===== src/rtl/gpio_comm_pkg.sv =====
// Shared turn codes, gpio bit positions and FSM state types for the
// PULPino side of the GPIO byte-exchange link.
package gpio_comm_pkg;

  localparam logic [1:0] TURN_IDLE    = 2'b00;
  localparam logic [1:0] TURN_BYTE    = 2'b01;
  localparam logic [1:0] TURN_LAST    = 2'b10;
  localparam logic [1:0] TURN_ILLEGAL = 2'b11;

  localparam int DATA_LSB          = 0;
  localparam int OUT_IO_TURN       = 8;
  localparam int IN_IO_TURN_LSB    = 9;
  localparam int IN_PULP_TURN_LSB  = 8;
  localparam int OUT_PULP_TURN_LSB = 10;

  typedef enum logic {
    RX_IDLE,
    RX_ACK
  } rx_state_e;

  typedef enum logic [1:0] {
    TX_IDLE,
    TX_WAIT_ACK,
    TX_WAIT_REL
  } tx_state_e;

  typedef struct packed {
    logic [7:0] data;
    logic       last;
  } rx_entry_t;

  function automatic logic is_data_turn(input logic [1:0] t);
    return (t == TURN_BYTE) || (t == TURN_LAST);
  endfunction

endpackage


===== src/rtl/gpio_comm_rx_fifo.sv =====
// First-word fall-through buffer between the RX handshake decoder and the
// byte consumer. Flags come straight off the registered occupancy count.
module gpio_comm_rx_fifo
  import gpio_comm_pkg::*;
#(
  parameter int pDEPTH = 4
) (
  input  logic      clk,
  input  logic      reset_i,
  input  logic      push,
  input  rx_entry_t push_data,
  output logic      full,
  input  logic      pop,
  output rx_entry_t pop_data,
  output logic      empty
);

  localparam int AW = $clog2(pDEPTH);

  rx_entry_t       mem [pDEPTH];
  logic [AW-1:0]   wr_ptr;
  logic [AW-1:0]   rd_ptr;
  logic [AW:0]     count;
  logic            do_push;
  logic            do_pop;

  assign full    = (count == (AW+1)'(pDEPTH));
  assign empty   = (count == '0);
  assign do_push = push & ~full;
  assign do_pop  = pop & ~empty;

  // Head is forced to zero when empty so stale entries never show.
  assign pop_data = empty ? '0 : mem[rd_ptr];

  always_ff @(posedge clk) begin
    if (do_push) mem[wr_ptr] <= push_data;
  end

  always_ff @(posedge clk) begin
    if (reset_i) begin
      wr_ptr <= '0;
      rd_ptr <= '0;
      count  <= '0;
    end else begin
      if (do_push) wr_ptr <= wr_ptr + 1'b1;
      if (do_pop)  rd_ptr <= rd_ptr + 1'b1;
      case ({do_push, do_pop})
        2'b10:   count <= count + 1'b1;
        2'b01:   count <= count - 1'b1;
        default: count <= count;
      endcase
    end
  end

endmodule


===== src/rtl/gpio_pulpino_endpoint.sv =====
// PULPino end of the GPIO byte link: decodes the inbound turn handshake into
// a buffered byte stream and drives outbound bytes with the return handshake.
module gpio_pulpino_endpoint
  import gpio_comm_pkg::*;
#(
  parameter int pRX_DEPTH    = 4,
  parameter int pSYNC_STAGES = 0
) (
  input  logic        clk,
  input  logic        reset_i,
  input  logic [31:0] gpio_in,
  output logic [31:0] gpio_out,
  output logic [7:0]  rx_data,
  output logic        rx_last,
  output logic        rx_valid,
  input  logic        rx_ready,
  input  logic [7:0]  tx_data,
  input  logic        tx_last,
  input  logic        tx_valid,
  output logic        tx_ready,
  output logic        proto_err
);

  logic [2:0] io_turn_s;
  logic       unused_gpio;

  assign unused_gpio = ^gpio_in[31:11];

  if (pSYNC_STAGES == 0) begin : g_direct
    assign io_turn_s = gpio_in[10:8];
  end else begin : g_sync
    logic [2:0] sync_q [pSYNC_STAGES];
    always_ff @(posedge clk) begin
      if (reset_i) begin
        for (int i = 0; i < pSYNC_STAGES; i++) sync_q[i] <= '0;
      end else begin
        sync_q[0] <= gpio_in[10:8];
        for (int i = 1; i < pSYNC_STAGES; i++) sync_q[i] <= sync_q[i-1];
      end
    end
    assign io_turn_s = sync_q[pSYNC_STAGES-1];
  end

  logic       out_io_ack;
  logic [1:0] in_io_turn;

  assign out_io_ack = io_turn_s[OUT_IO_TURN - OUT_IO_TURN];
  assign in_io_turn = io_turn_s[IN_IO_TURN_LSB - OUT_IO_TURN +: 2];

  // RX buffer
  rx_entry_t fifo_din;
  rx_entry_t fifo_dout;
  logic      fifo_full;
  logic      fifo_empty;
  logic      rx_push;

  assign fifo_din.data = gpio_in[DATA_LSB +: 8];
  assign fifo_din.last = (in_io_turn == TURN_LAST);

  gpio_comm_rx_fifo #(.pDEPTH(pRX_DEPTH)) u_rx_fifo (
    .clk       (clk),
    .reset_i   (reset_i),
    .push      (rx_push),
    .push_data (fifo_din),
    .full      (fifo_full),
    .pop       (rx_ready),
    .pop_data  (fifo_dout),
    .empty     (fifo_empty)
  );

  assign rx_data  = fifo_dout.data;
  assign rx_last  = fifo_dout.last;
  assign rx_valid = ~fifo_empty;

  // RX FSM
  rx_state_e  rx_state_q, rx_state_d;
  logic [1:0] rx_turn_q, rx_turn_d;
  logic       err_set;

  always_ff @(posedge clk) begin
    if (reset_i) begin
      rx_state_q <= RX_IDLE;
      rx_turn_q  <= TURN_IDLE;
      proto_err  <= 1'b0;
    end else begin
      rx_state_q <= rx_state_d;
      rx_turn_q  <= rx_turn_d;
      if (err_set) proto_err <= 1'b1;
    end
  end

  // Withholding the ack while full is what stalls the IO side losslessly.
  always_comb begin
    rx_state_d = rx_state_q;
    rx_turn_d  = rx_turn_q;
    rx_push    = 1'b0;
    err_set    = 1'b0;
    if (in_io_turn == TURN_ILLEGAL) begin
      err_set = 1'b1;
    end else begin
      case (rx_state_q)
        RX_IDLE: begin
          if (is_data_turn(in_io_turn) && !fifo_full) begin
            rx_push    = 1'b1;
            rx_turn_d  = in_io_turn;
            rx_state_d = RX_ACK;
          end
        end
        RX_ACK: begin
          if (in_io_turn == TURN_IDLE) begin
            rx_turn_d  = TURN_IDLE;
            rx_state_d = RX_IDLE;
          end else if (in_io_turn != rx_turn_q) begin
            err_set = 1'b1;
          end
        end
        default: begin
          rx_state_d = RX_IDLE;
          rx_turn_d  = TURN_IDLE;
        end
      endcase
    end
  end

  // TX FSM
  tx_state_e  tx_state_q, tx_state_d;
  logic [7:0] tx_byte_q, tx_byte_d;
  logic [1:0] tx_turn_q, tx_turn_d;

  assign tx_ready = (tx_state_q == TX_IDLE) & ~reset_i;

  always_ff @(posedge clk) begin
    if (reset_i) begin
      tx_state_q <= TX_IDLE;
      tx_byte_q  <= '0;
      tx_turn_q  <= TURN_IDLE;
    end else begin
      tx_state_q <= tx_state_d;
      tx_byte_q  <= tx_byte_d;
      tx_turn_q  <= tx_turn_d;
    end
  end

  always_comb begin
    tx_state_d = tx_state_q;
    tx_byte_d  = tx_byte_q;
    tx_turn_d  = tx_turn_q;
    case (tx_state_q)
      TX_IDLE: begin
        if (tx_valid) begin
          tx_byte_d  = tx_data;
          tx_turn_d  = tx_last ? TURN_LAST : TURN_BYTE;
          tx_state_d = TX_WAIT_ACK;
        end
      end
      TX_WAIT_ACK: begin
        if (out_io_ack) begin
          tx_turn_d  = TURN_IDLE;
          tx_state_d = TX_WAIT_REL;
        end
      end
      TX_WAIT_REL: begin
        if (!out_io_ack) tx_state_d = TX_IDLE;
      end
      default: begin
        tx_state_d = TX_IDLE;
        tx_turn_d  = TURN_IDLE;
      end
    endcase
  end

  always_comb begin
    gpio_out = '0;
    gpio_out[DATA_LSB +: 8]          = tx_byte_q;
    gpio_out[IN_PULP_TURN_LSB +: 2]  = rx_turn_q;
    gpio_out[OUT_PULP_TURN_LSB +: 2] = tx_turn_q;
  end

endmodule


===== config.mk =====
export PLATFORM = sky130hd
export DESIGN_NAME = gpio_pulpino_endpoint
export DESIGN_NICKNAME = d
export VERILOG_FILES = /design/src/rtl/gpio_comm_pkg.sv /design/src/rtl/gpio_comm_rx_fifo.sv /design/src/rtl/gpio_pulpino_endpoint.sv
export SDC_FILE = /design/constraint.sdc
export NUM_CORES = 1
export LEC_CHECK = 0
export CAP_MARGIN = 20
export CORE_MARGIN = 3
export CORE_UTILIZATION = 49
export CTS_CLUSTER_SIZE = 24
export DETAILED_ROUTE_END_ITERATION = 12
export MAX_ROUTING_LAYER = met4
export PLACE_DENSITY = 0.94
export SYNTH_ARGS = -nofsm -noshare
export SYNTH_HDL_FRONTEND = slang
export SYNTH_SLANG_ARGS = --single-unit

===== constraint.sdc =====
create_clock -name clk -period 4.7 [get_ports clk]
set_input_delay 0.47 -clock clk [delete_from_list [all_inputs] [get_ports clk]]
set_output_delay 0.47 -clock clk [all_outputs]
set_load 0.02 [all_outputs]

**Run 1: routed clock nets over the placement**

Scale: 8 px per um.
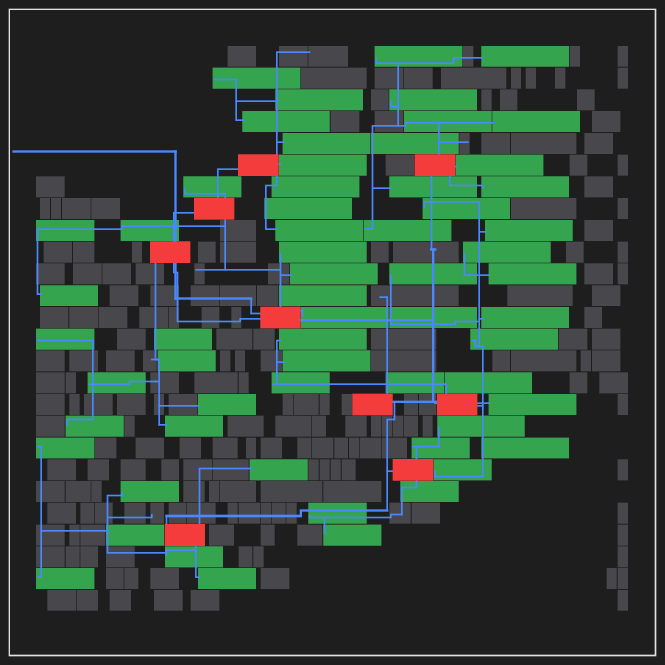
[clock drivers] red | count: 9
[clock wires] blue | length: 688 um
[flip-flops] green | count: 61
routed clock nets	10
Clock net power: 444 uW
Layout Skew: 0.00954 ns
Clock Power Share: 26.8%
later-pin clock latency in the skew report: 0.33 ns

**Run 1: ports around the boundary**

Scale: 3 px per um. Pins as bars across the die edge, other pins in gray.
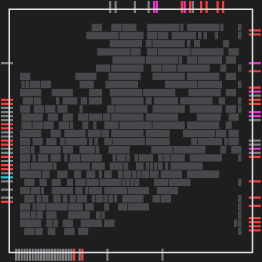
port	color	pins	direction	edge
gpio_out	red	32	output	14 right, 10 left, 6 top, 2 bottom
rx_data	magenta	8	output	5 right, 3 top
tx_valid	cyan	1	input	left
all pins by edge	26 bottom, 25 left, 24 right, 14 top

==> impl_metrics.ini, run 1 <==
; physical design summary
[floorplanning]
fp-utilization_pct = 52.1
ios = 89

[run_status]
status = finished, final reports clean

[detailed_routing]
num_vias = 1628
postRouteWirelength_mm = 4.62

[grt]
use_met1_pct = 18.0

[synth]
synth-area-yosys_mm2 = 0.00273
synth.area.top_cells = edfxtp_1 (40%), dfxtp_1 (18%), mux4_2 (7.4%), buf_4 (5.8%), mux2i_1 (4.0%)
synthCells = 206
largest_area_cell = edfxtp_1

[layout]
clock_area_share_pct = 5.72
signal_buffers = 50
final_cell_area_mm2 = 0.00337
comb-cell-share_pct = 28.8
logic_gate_count = 123

[setup_path]
crit_chain = mux4_2, nor2b_1, clkdlybuf4s50_1
critical_path.top_delay_family = flip-flops
rr_startpoint = u_rx_fifo.count[0]$_SDFFE_PP0P_
endpoint_kind = primary output
slowest_delay_ns = 0.72

[clock_network]
clkSlewWorstSetupHoldPaths_ns = 0.07
cts_hold_buf = 0

[sta]
slew_viol_final = 0
holdWs_ns = 0.491

[placed_design]
place_ws_ns = 1.56
dpl.hpwl_mm = 3.18
portBuffers = 47
**Run 1: clock nets**

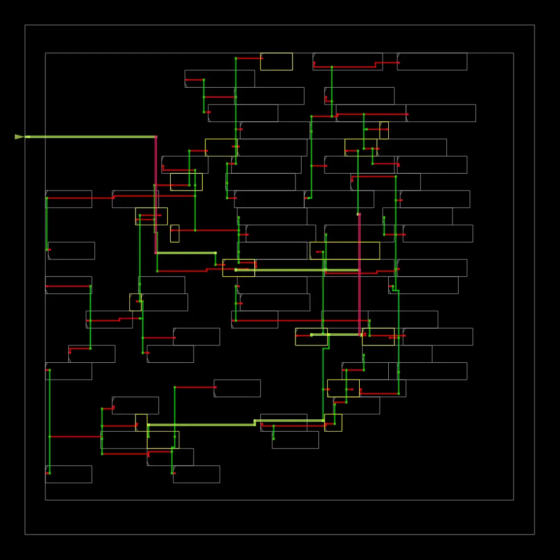
CTS buffer count: 9
clkbuf count: 11
# clock sinks: 61
flip-flops: 61

-- run 1: cells by family (layout without fill, tap and decap cells) --
group | Yosys count | after routing | share of synthesized area, %
adders and majority gates | 9 | 9 | 4.41
and+or+nand+nor | 51 | 51 | 10.6
AOI/OAI and AO/OA | 16 | 16 | 3.95
DFF | 61 | 61 | 58.0
muxes | 21 | 21 | 12.0
other | 1 | 20 | 0.138
xor gates and xnor gates | 6 | 6 | 1.93
buffers and inverters | 41 | 78 | 8.99
-- run 1: flip-flops by register name (all words and copies together) (netlist names), named ones only --
register / count
tx_byte_q: 8
tx_state_q: 2
u_rx_fifo.wr_ptr: 2
tx_turn_q: 2
u_rx_fifo.mem: 36
proto_err: 1
rx_turn_q: 2
u_rx_fifo.count: 3
rx_state_q: 1
u_rx_fifo.rd_ptr: 2
-- run 1: worst min-delay path by stage --
| stage | startpoint | to | cells past startpoint |
|---|---|---|---|
| after global routing | proto_err$_SDFFE_PP0P_ | proto_err$_SDFFE_PP0P_ | 2 |
| after global placement | tx_byte_q[7]$_SDFFE_PP0P_ | tx_byte_q[7]$_SDFFE_PP0P_ | 2 |
| final | proto_err$_SDFFE_PP0P_ | proto_err$_SDFFE_PP0P_ | 2 |
| after detailed placement | tx_byte_q[3]$_SDFFE_PP0P_ | tx_byte_q[3]$_SDFFE_PP0P_ | 2 |
| after floorplan | u_rx_fifo.rd_ptr[1]$_SDFFE_PP0P_ | flop | 2 |
| after CTS | proto_err$_SDFFE_PP0P_ | proto_err$_SDFFE_PP0P_ | 2 |
-- run 1: power breakdown --
group	total [mW]	internal (mW)	switching [mW]
Clock	0.444	0.256	0.189
Sequential	0.686	0.626	0.0601
Combinational	0.529	0.269	0.260
**Run 1: metal 2**

Scale: 4 px per um. Cells faint in the background.
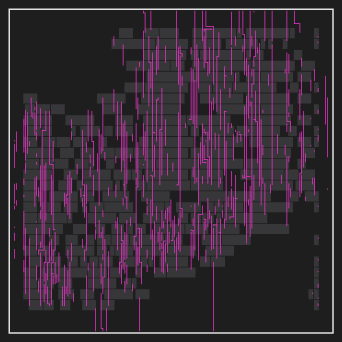

==> run 1 -> run 2 <==
--- a/config.mk
+++ b/config.mk
@@ -7,11 +7,11 @@
 export LEC_CHECK = 0
 export CAP_MARGIN = 20
 export CORE_MARGIN = 3
-export CORE_UTILIZATION = 49
+export CORE_UTILIZATION = 46
 export CTS_CLUSTER_SIZE = 24
 export DETAILED_ROUTE_END_ITERATION = 12
 export MAX_ROUTING_LAYER = met4
-export PLACE_DENSITY = 0.94
+export PLACE_DENSITY = 0.9
 export SYNTH_ARGS = -nofsm -noshare
 export SYNTH_HDL_FRONTEND = slang
 export SYNTH_SLANG_ARGS = --single-unit
==> constraint.sdc (replaced) <==
create_clock -name clk -period 2.76 [get_ports clk]
set_input_delay 0.276 -clock clk [delete_from_list [all_inputs] [get_ports clk]]
set_output_delay 0.276 -clock clk [all_outputs]
set_load 0.02 [all_outputs]
**Run 2: metal 2**

Scale: 4 px per um. Cells faint in the background.
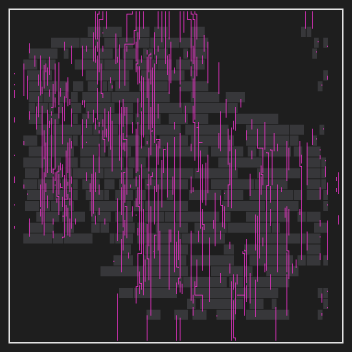
main direction	vertical
wire length on this layer	2260 um
nets with wire on the layer	256
longest straight run	33.7 um
met2 Use GR: 23.9%
vias: 1626
Post-Route WL: 4.56 mm

==> impl_metrics.ini, run 2 <==
; physical design summary
[pwr]
cellInternalPower_mw = 2.14
switching_share_pct = 29.3
pwr-share-clk_pct = 30.7
seqPwrFrac_pct = 38.1
p_per_area_mw_per_mm2 = 874
comb_power_share_pct = 31.2
p_sw_uw = 887

[placed_design]
portBuffers = 47
dpl.hpwl_mm = 3.14
place_ws_ns = 0.0639
dp.cells = 324

[synth]
largest_area_cell = edfxtp_1
synth.area.top_cells = edfxtp_1 (40%), dfxtp_1 (18%), mux4_2 (7.4%), buf_4 (5.8%), mux2i_1 (4.0%)
synth-area-yosys_mm2 = 0.00273
synthCells = 206
aoi_share_pct = 3.95
fa_ha_area_share_pct = 4.41
top_logic_kind = multiplexers
ys_sh_simple_pct = 10.6
synth_seq_share_pct = 58.0
xor_area_share_pct = 1.93
mux_share_pct = 12.0

[layout]
final_cell_area_mm2 = 0.00346
top_regs = u_rx_fifo.mem (36), tx_byte_q (8), u_rx_fifo.count (3)
largest_reg_flops = 36
nNetsFinal = 317
top_register = u_rx_fifo.mem

[sta]
holdWs_ns = 0.498
finalSetupTns_ns = 0
slew_viol_final = 0

[clock_network]
clock_latency_ns = 0.33
clkSlewWorstSetupHoldPaths_ns = 0.07
cts_hold_buf = 0
clock_sinks = 61
htree_levels = 3
cts_buffers = 9

[setup_path]
endpoint_kind = primary output
rr_startpoint = u_rx_fifo.count[2]$_SDFFE_PP0P_
required_ns = 2.48

[run_status]
status = finished, final reports clean

[flow_run]
warning_count = 52

[floorplanning]
fp-utilization_pct = 48.6
ios = 89
**Run 2: clock nets**

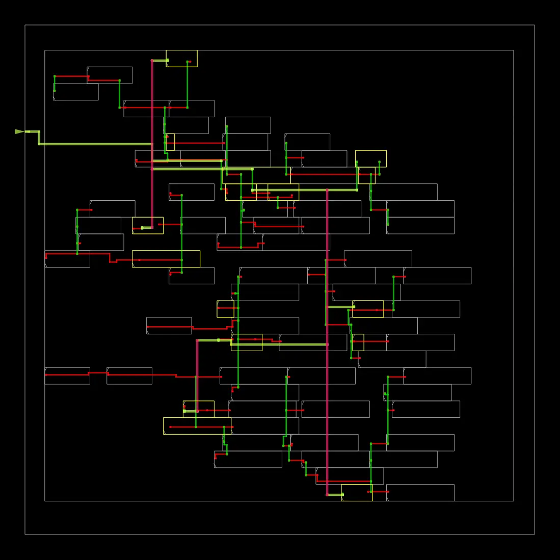
Clock net power: 929 uW
Layout Skew: 0.00701 ns
clkbuf count: 9

run 2: cell counts after synthesis:
No cell type changed its count.
run 2: worst min-delay path by stage:
stage,endpoint
floorplan,u_rx_fifo.mem[0][1]$_DFFE_PP_
global placement,flop
detailed placement,u_rx_fifo.rd_ptr[1]$_SDFFE_PP0P_
CTS,tx_byte_q[1]$_SDFFE_PP0P_
global route,tx_turn_q[1]$_SDFFE_PP0P_
finish,tx_byte_q[5]$_SDFFE_PP0P_
run 2: routing by layer:
layer / global-route usage [%] / wire (um) / vias up
met4: 6.98 / 88 / 0
met1: 16.5 / 1950 / 766
met5: - / 0 / -
met3: 4.37 / 257 / 9
met2: 23.9 / 2260 / 55
li1: - / - / 796
run 2: power by group through the flow:
stage | clock network, mW | registers [mW] | logic (mW)
3_5_place_dp | 0 | 1.17 | 0.947
4_1_cts | 0.945 | 1.15 | 0.958
6_report | 0.929 | 1.15 | 0.945
3_3_place_gp | 0 | 1.17 | 0.923
5_1_grt | 0.982 | 1.17 | 1.02
2_1_floorplan | 0 | 1.15 | 0.625
run 2: worst max-delay path, cell delays in order (launching register included):
cell and delay (ns):
dfxtp_1 0.49, buf_4 0.23, mux4_2 0.50, nor2b_1 0.14, clkdlybuf4s50_1 0.53
run 2: area by class of cell:
type	instances	area (um2)	area share, %
well taps	72	90.1	2.60
multi-input cells	123	971	28.0
clock inverters	7	114	3.29
inverters	12	45.0	1.30
clock buffers	9	124	3.58
repair buffers	56	538	15.5
flip-flops and latches	61	1580	45.7
==> run 2 -> run 3 <==
--- a/config.mk
+++ b/config.mk
@@ -12,6 +12,7 @@
 export DETAILED_ROUTE_END_ITERATION = 12
 export MAX_ROUTING_LAYER = met4
 export PLACE_DENSITY = 0.9
+export SKIP_LAST_GASP = 1
 export SYNTH_ARGS = -nofsm -noshare
 export SYNTH_HDL_FRONTEND = slang
 export SYNTH_SLANG_ARGS = --single-unit
**Run 3: clock nets**

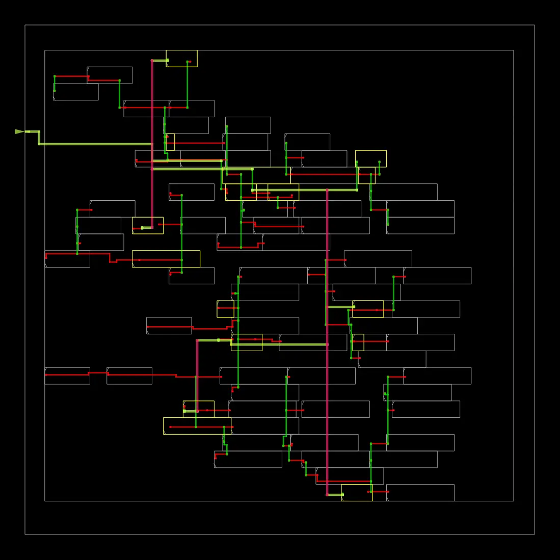

==> impl_metrics.ini, run 3 <==
; physical design summary
[detailed_routing]
postRouteWirelength_mm = 4.56
wl_met2_mm = 2.26
routed.top_layer = met4
wl_met3_um = 257
num_vias = 1626
m1WireLength_mm = 1.95

[setup_path]
required_ns = 2.48
slowest_delay_ns = 0.53
rr_startpoint = u_rx_fifo.count[2]$_SDFFE_PP0P_
cp_slowest_cell = clkdlybuf4s50_1
endpoint_kind = primary output

[grt]
met2_usage_pct = 23.9
grt_busiest_layer = met2
use_met1_pct = 16.5
met3_usage_pct = 4.37

[pwr]
pwr-share-clk_pct = 30.7
seqPwrFrac_pct = 38.1
p_per_area_mw_per_mm2 = 874
cellInternalPower_mw = 2.14
switching_share_pct = 29.3
comb_power_share_pct = 31.2

[synth]
largest_area_cell = edfxtp_1
synth-area-yosys_mm2 = 0.00273

[sta]
fin_worst_skew_ns = 0.00701
slew_viol_final = 0
finalSetupTns_ns = 0
holdWs_ns = 0.498

[floorplanning]
ios = 89

[layout]
top_register = u_rx_fifo.mem
largest_reg_flops = 36
nNetsFinal = 317

[clock_network]
clock_latency_ns = 0.33
cts_buffers = 9
clock_sinks = 61
clkSlewWorstSetupHoldPaths_ns = 0.07

[placed_design]
place_ws_ns = 0.0639
portBuffers = 47

[run_status]
status = finished, final reports clean
**Run 3: placement by cell class**

Scale: 4 px per um. Fill, decap, tap and diode cells in gray.
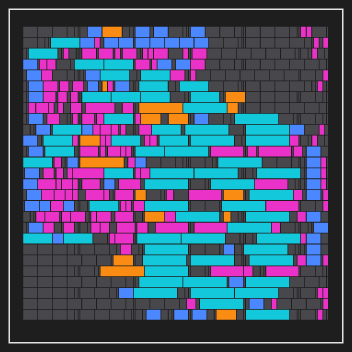
class	color	cells
clock drivers and dummy loads	orange	16
combinational and other logic	magenta	135
other buffers and delay cells	blue	56
flops	cyan	61
fraction of area in registers: 45.7%
Finished Cell Area: 0.00346 mm2
FP Rows: 27

run 3: cell counts after synthesis:
No cell type changed its count.
run 3: kinds of logic (layout without fill, tap and decap cells):
family / after synthesis / count (layout) / synth area share (%)
AND-OR/OR-AND: 16 / 16 / 3.95
adder cells (fa/ha/maj): 9 / 9 / 4.41
buffers and inverters: 41 / 84 / 8.99
AND/OR/NAND/NOR: 51 / 51 / 10.6
other: 1 / 20 / 0.138
XOR/XNOR: 6 / 6 / 1.93
multiplexers: 21 / 21 / 12.0
flip-flops: 61 / 61 / 58.0
run 3: how the worst min path moves through the flow:
stage	slack, ns	end
4_1_cts	0.50	tx_byte_q[1]$_SDFFE_PP0P_
6_report	0.50	tx_byte_q[5]$_SDFFE_PP0P_
2_1_floorplan	0.37	u_rx_fifo.mem[0][1]$_DFFE_PP_
3_5_place_dp	0.49	u_rx_fifo.rd_ptr[1]$_SDFFE_PP0P_
3_3_place_gp	0.47	flop
5_1_grt	0.53	tx_turn_q[1]$_SDFFE_PP0P_
run 3: power by group through the flow:
stage,registers (mW),clock network [mW],logic (mW)
floorplan,1.15,0,0.625
global placement,1.17,0,0.923
detailed placement,1.17,0,0.947
CTS,1.15,0.945,0.958
global route,1.17,0.982,1.02
finish,1.15,0.929,0.945
run 3: worst register-to-register path: stages, from the launching register on:
cell and delay (ns):
dfxtp_1 0.42, inv_2 0.05, o311a_4 0.31, inv_2 0.07
ha_1 0.16, inv_1 0.06, fa_1 0.37, xor2_1 0.15
or3_2 0.40, a21oi_1 0.14
run 3: layout make-up:
type                            count  area [um2]  area share, %
Inverter                           12        45.0           1.30
Clock buffer                        9         124           3.58
Multi-Input combinational cell    123         971           28.0
Timing Repair Buffer               56         538           15.5
Tap cell                           72        90.1           2.60
Clock inverter                      7         114           3.29
Sequential cell                    61        1580           45.7
Power figures rest on the tool's default switching activity, not on a simulated workload.
